### Nets reached from selected ports

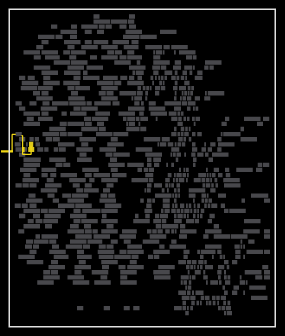
### Placement density heat map

14 x 17 tiles, from black (low) to pale yellow (high), 0 to 100% covered.
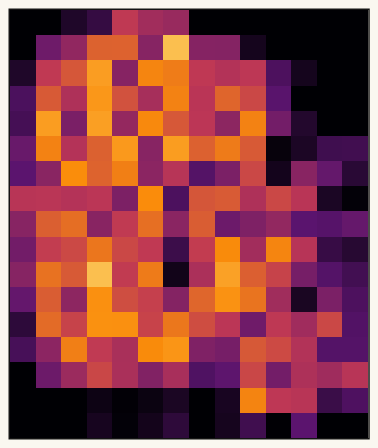
### Placement view

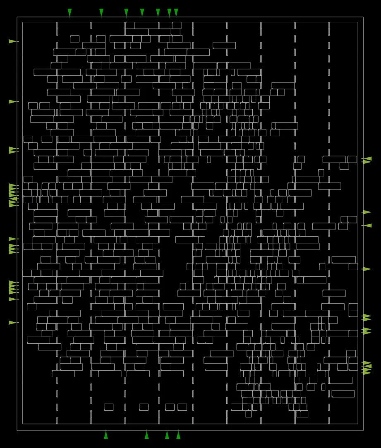
### Met3 routing

Scale bar: 50 um.
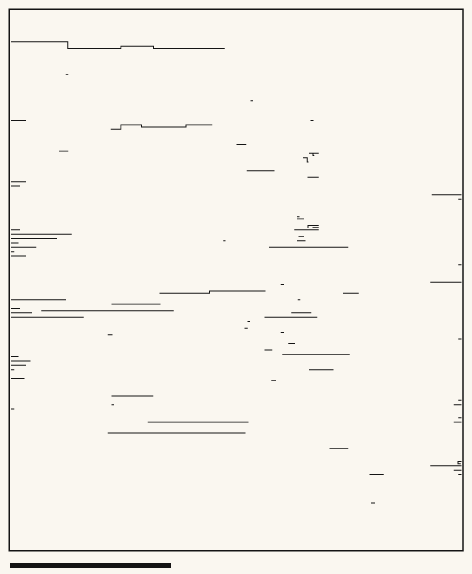
### Gate families picked out

Scale bar: 50 um.
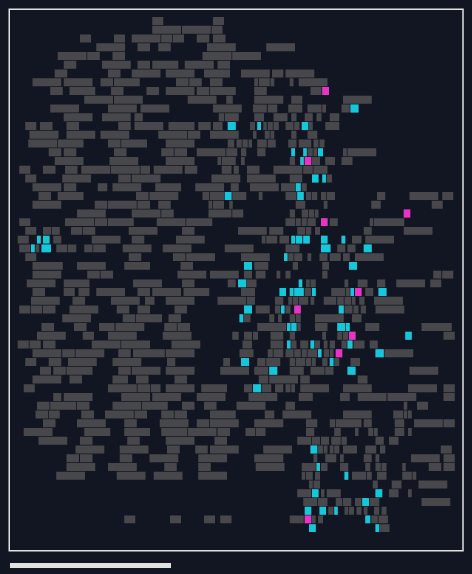
Design dds_mfsk_mod, sky130hd; sources not shown.
==> run notes <==
Synthesis and PnR results.

- The cell family contributing the most delay on the critical path is AND-OR/OR-AND gates.
- Registers represent a cell area share of 0.3902.
- The primary flip-flop cell chosen by synthesis mapping is dfrtp_1.
- The cell with the biggest individual delay on the critical path reads dfrtp_1.
- In the final report, the number of hold violations comes to 0.
- The number of DRC violations after detailed-routing iteration 0 is 297.
- Clock tree synthesis found a total of 142 sinks.
- Summed over all routing layers, the global router reports a total usage of 0.1565.
- Global routing finished with a remaining overflow of 0.
- The worst setup skew after layout reads 0.01033 ns.
- The number of nets at floorplan is 736.
- The number of buffer and inverter stages on the critical path reads 1.
- The count of different cell masters after synthesis reads 59.
- The finished cells cover 9116 um2.
- The die is 168.0 um tall.
- STA classifies the critical path startpoint as a register.
- The area fraction in full adders, half adders and majority gates reads 0.05359.
- The chip area line of the yosys report reads 7845 um2.
- The main logic family after synthesis is multiplexers.
- The flip-flop count of the largest register, all copies and words added is 96.
- Per the detail_route log, the uppermost layer with routed signals is met4.
- In the final report, the number of pins over their slew limit comes to 0.
- The post-route worst setup slack reads 4.132 ns.
- The worst hold path was traced through 0 stages.
- In this run the remaining antenna-violating nets after routing total 0.
- The count of yosys warnings during synthesis reads 0.
- For reference, the critical path cell chain is buf_4, mux4_2, ha_1, fa_1, a21oi_1, o211ai_1, a21oi_1, o21bai_1, mux2_2, o31ai_1.
- Registers take 3557 um2.
- Adding up every negative setup slack in the final design gives 0 ns.
- In the layout the tool counted multi-input logic cells amounting to 468.
- The die width is 140.7 um.
- The ratio of cells with drive above 1 in the final layout is 0.1318.
- The clock period minus worst slack reads 4.068 ns.
- The run finished with clean final reports.
- In the CTS report, the clock slew at the register clock pins of the worst setup and hold paths is listed as 0.07 ns.
- The number of maximum-capacitance constraint violations is 0.
- Yosys reports the multiplexer fraction of the synthesized area as 0.2279.
- In this run the tools logged warnings totalling 32.
- The layout overhead on the synthesized area reads 16.20%.
- The later pin in the worst-skew pair is clocked with a latency of 0.42 ns.
- In the synthesized netlist the async set-or-reset flop fraction comes to 1.000.
- The arrival time at the worst endpoint is 4.38 ns.
- The number of nets in the finished design reads 767.
- The root buffer cell is clkbuf_16.
- In this run the tightest slew margin relative to its limit is 0.4581.
- The power per cell area is 330.4 nW/um2.
- The initial antenna violation count is 0.
Back to the opening pictures, 'Nets reached from selected ports':
Key: yellow = cfg_valid [bits 1, direction input, end cells 3, buffers 1, wire 30.9 um]
number of port buffers: 44
number of I/O pins: 45

Back to the opening pictures, 'Placement density heat map':
6.7% of the tiles are over 75% full. The fullest tile reaches 86%. The mean over all tiles is 37%. 16% of the tiles are nearly empty. The emptiest ninth of the die: upper right.
Floorplan Utilization: 0.3530
CORE AREA: 22220 um2
Layout Utilization: 0.4102

Back to the opening pictures, 'Placement view':
standard-cell row count: 60
Filler cells: 2112
Taps Inserted: 279
layout sequential cell count: 142
Non-Filler Instances: 992

Back to the opening pictures, 'Met3 routing':
The wires run mostly horizontal. The longest straight run is 42.6 um. 59 nets have wire on it. The layer holds 3.3% of the routed length. The layer carries 588 um of wire.
via count of the routed design: 5408
Routed Wire Length: 17750 um
Global Route met3 Usage: 0.03271

Back to the opening pictures, 'Gate families picked out':
Key: magenta = AND and OR gates [cells 9, most used and3_1]; cyan = NAND gates [cells 66, most used nand2_1]
combinational fraction of the cell area: 0.4422
Top cell excl fill/tap: dfrtp_1

power breakdown:
part,total [mW],leakage [nW],switching [mW],internal [mW]
registers,1.04,1.72,0.150,0.889
logic,1.23,1.78,0.663,0.563
clock network,0.747,0.284,0.331,0.417
total,3.01,3.79,1.14,1.87
cells in the mapped netlist (all sizes together) (2+ instances only):
library cell | count | area (um2)
nor3 | 9 | 45.04
o31a | 2 | 17.52
clkbuf | 31 | 116.4
dfstp | 3 | 78.83
mux2 | 99 | 1115
o41ai | 3 | 26.28
or3 | 2 | 12.51
nor4 | 8 | 50.05
o31ai | 12 | 90.09
a21o | 2 | 15.01
mux2i | 11 | 110.1
xnor2 | 16 | 140.1
a22oi | 2 | 15.01
nor2b | 6 | 37.54
o21bai | 2 | 15.01
ha | 32 | 400.4
buf | 11 | 81.32
dfrtp | 139 | 3478
nand4 | 9 | 56.30
and2 | 2 | 12.51
xor2 | 14 | 122.6
o211ai | 11 | 82.58
nand4b | 3 | 26.28
nand3b | 14 | 105.1
o21ai | 31 | 158.9
nand2 | 26 | 97.59
nand3 | 6 | 30.03
o221ai | 3 | 26.28
a211oi | 6 | 45.04
nor2 | 39 | 146.4
mux4 | 25 | 563.0
or2 | 2 | 12.52
inv | 17 | 63.81
o21a | 3 | 22.52
nand2b | 8 | 50.05
a31oi | 4 | 25.02
o2111ai | 2 | 17.52
a21oi | 38 | 190.2
o22ai | 2 | 12.51
and3 | 3 | 18.77
layer usage:
layer  vias up  GRT usage
li1       2534          -
met1      2750     0.2003
met2       102     0.2647
met3        22    0.03271
met4         0    0.05261
met5         -          0
logic make-up (layout without fill, tap and decap cells):
group,Yosys count,after routing
buffers and inverters,59,103
AOI/OAI and AO/OA,132,132
adders and majority gates,33,33
muxes,135,135
DFF,142,142
and+or+nand+nor,138,138
xor gates and xnor gates,30,30
Power figures rest on the tool's default switching activity, not on a simulated workload.
